==> config.mk <==
export PLATFORM = sky130hd
export DESIGN_NAME = satd_block_loader
export DESIGN_NICKNAME = d
export VERILOG_FILES = /design/src/rtl/satd_pkg.sv /design/src/rtl/satd_row_bank.sv /design/src/rtl/satd_block_loader.sv
export SDC_FILE = /design/constraint.sdc
export NUM_CORES = 2
export LEC_CHECK = 0
export ABC_CLOCK_PERIOD_IN_PS = 16200
export CAP_MARGIN = 20
export CORE_ASPECT_RATIO = 0.75
export CORE_MARGIN = 4
export CORE_UTILIZATION = 25
export CTS_BUF_LIST = sky130_fd_sc_hd__clkbuf_2 sky130_fd_sc_hd__clkbuf_4 sky130_fd_sc_hd__clkbuf_8
export CTS_CLUSTER_DIAMETER = 40
export DETAILED_ROUTE_END_ITERATION = 6
export PLACE_DENSITY_LB_ADDON = 0.3
export SYNTH_ARGS = -nofsm -noshare
export SYNTH_HDL_FRONTEND = slang
export SYNTH_SLANG_ARGS = --single-unit
==> constraint.sdc <==
create_clock -name clk -period 16.2 [get_ports clk]
set_clock_uncertainty 0.05 [all_clocks]
set_input_delay 2.43 -clock clk [delete_from_list [all_inputs] [get_ports clk]]
set_output_delay 2.43 -clock clk [all_outputs]
set_load 0.03 [all_outputs]
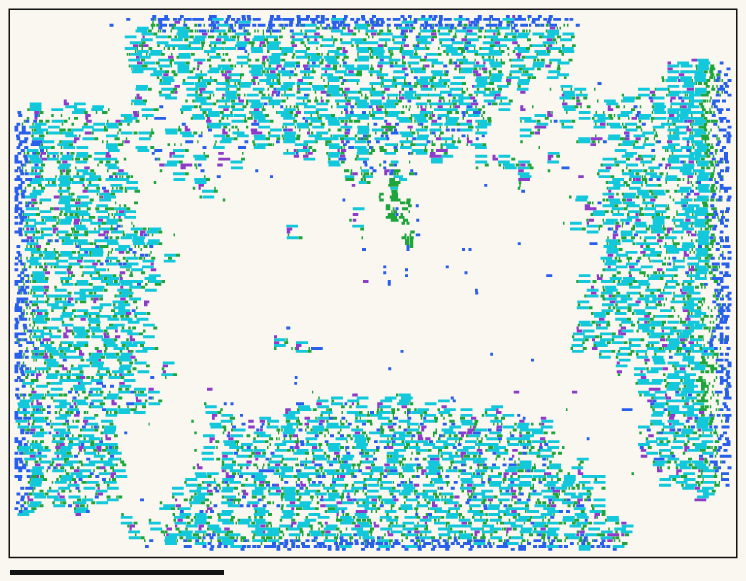
**Above:** placed cells, one color a class.
The bar under the picture is 200 um long.
Cyan is registers, cells 2,056. Blue is remaining buffers and delay cells, cells 1,273. Green is remaining logic cells, cells 3,209. Purple is clock drivers and dummy loads, cells 640.
cell area after layout: 108,100 um^2
core footprint: 335,200 um^2
Site Rows: 184

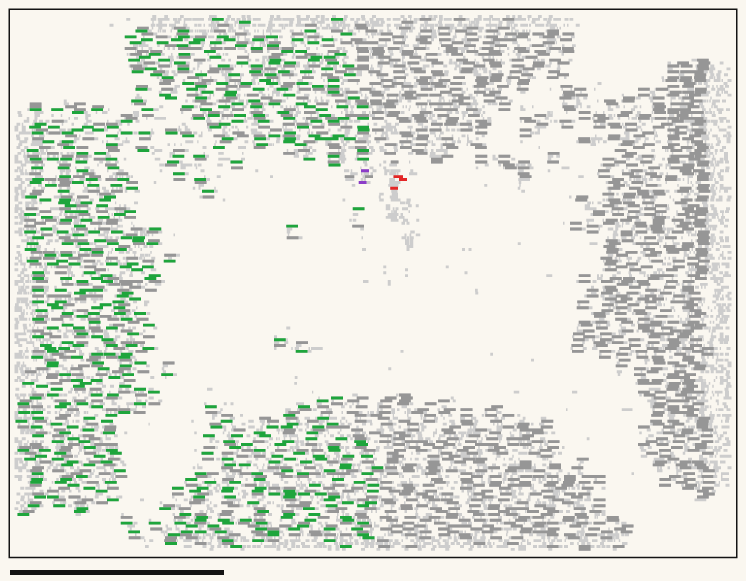
**Above:** where the registers sit.
The bar under the picture is 200 um long. Other sequential cells in the stronger gray, the rest of the logic in the fainter gray.
Green is u_bank0.org_blk, sequential cells 512. Purple is full_q, sequential cells 2. Red is wr_row_q, sequential cells 3.
Another 1,539 sequential cells are not colored.
flop share of the area: 57.06%
sequential standard cell area: 61,670 um^2
Seq power: 5810 uW
fin util: 32.24%

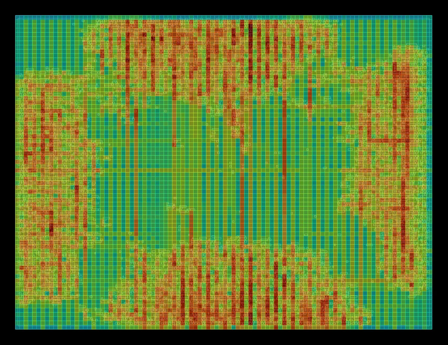
**Above:** routing congestion map.
Top Usage Layer GRT: met2
met2 GRT Util: 29.87%
average routed wire per standard cell: 27.43 um
aggregate global-route resource usage: 17.75%
met1 usage: 21.81%

==> run_results.csv <==
group,metric,value,unit
final_layout,clock_buffer_count,469,
placement,place_area,100800,um^2
routing,dr.pass1.iters,5,
synthesis,largest_area_cell,"edfxtp_1",
critical_path,critPathBufInv,5,
routing,wl,321200,um
flow_run,maxCapViolations,0,
placement,place.gp.congestion,0.8141,
critical_path,cp.depth,7,
final_layout,clock_area_share,6.574,%
critical_path,cp-start-kind,"flop",
synthesis,top_cell_area_share,73.03,%
synthesis,yosysUniqueCellTypes,40,
cts,root_buffer,"clkbuf_8",
synthesis,ys_cells,5632,
cts,numCtsBuffers,367,
synthesis,yosys_warnings,0,
timing,slew_headroom,6.460,%
hold_path,min_path_cells,2,
final_layout,layout_top_cell,"edfxtp_1",
timing,fmax,115.4,MHz
cts,postCtsSetupRepairBufs,0,
critical_path,max_stage_delay,0.92,ns
synthesis,synth_cells,5632,
timing,setup_viol,0,
cts,numClockSinks,2056,
global_routing,grt_first_pass_wirelength,432200,um
floorplanning,die_x,678.2,um
critical_path,worstPathArrival,6.19,ns
run_status,status,"completed",
placement,io_buffers,1159,
critical_path,reg2reg_depth,8,
floorplanning,die_h,510.6,um
placement,dpl.cell_count,11000,
synthesis,edf_count,2048,
critical_path,crit_path_top_delay_cell,"buf_4",
synthesis,yosysSeqAreaShare,73.22,%
global_routing,grt_overflow_total,0,
routing,vias_per_cell,4.444,
power,p_total,10910,uW
cts,h-tree-depth,5,
timing,worst_hold_slack,0.5112,ns
final_layout,inv_count,5,
floorplanning,fp_util,25.12,%
floorplanning,chipArea,346300,um^2
synthesis,postSynthAreaPerCell,14.95,um^2
routing,drc,0,
critical_path,crit_family,"buffers and inverters",
routing,postRouteAntennaNets,0,
final_layout,final_cell_mix,"2,048 x edfxtp_1, 1,239 x nor2_1, 1,158 x clkdlybuf4s50_1",
placement,dpl.hpwl,214200,um
final_layout,fillers,33130,
synthesis,yosysMostFrequentCell,"edfxtp_1",
final_layout,largest_cell_class,"sequential cells",
timing,hold_viol,0,
final_layout,multi_input_comb_cells,3204,
cts,clk_pin_slew_worst_paths,0.07,ns
synthesis,numSynthFlops,2056,
cts,clk_latency,0.96,ns
timing,fin_crit,8.669,ns
-- where the power goes --
part	switching, uW	leakage [uW]	total, uW	internal, uW
logic	222	0.0107	290	68.6
clock network	2240	0.00369	4810	2570
registers	4.65	0.0179	5810	5810
-- metal layers --
metal / up-vias / global-route usage, % / share of wire (%)
li1: 22950 / - / -
met1: 26430 / 21.81 / 40
met5: - / 0 / 0.0040
met3: 492 / 4.143 / 7.0
met2: 2180 / 29.87 / 49
met4: 2 / 7.465 / 4.4
-- kinds of logic after synthesis --
kind of cell / after synthesis / share of synthesized area, %
muxes: 1027 / 12.22
buffers and inverters: 372 / 2.204
AOI/OAI and AO/OA: 13 / 0.1219
adders and majority gates: 5 / 0.07429
DFF: 2056 / 73.22
and+or+nand+nor: 2159 / 12.16
Power and IR drop assume default switching activity.
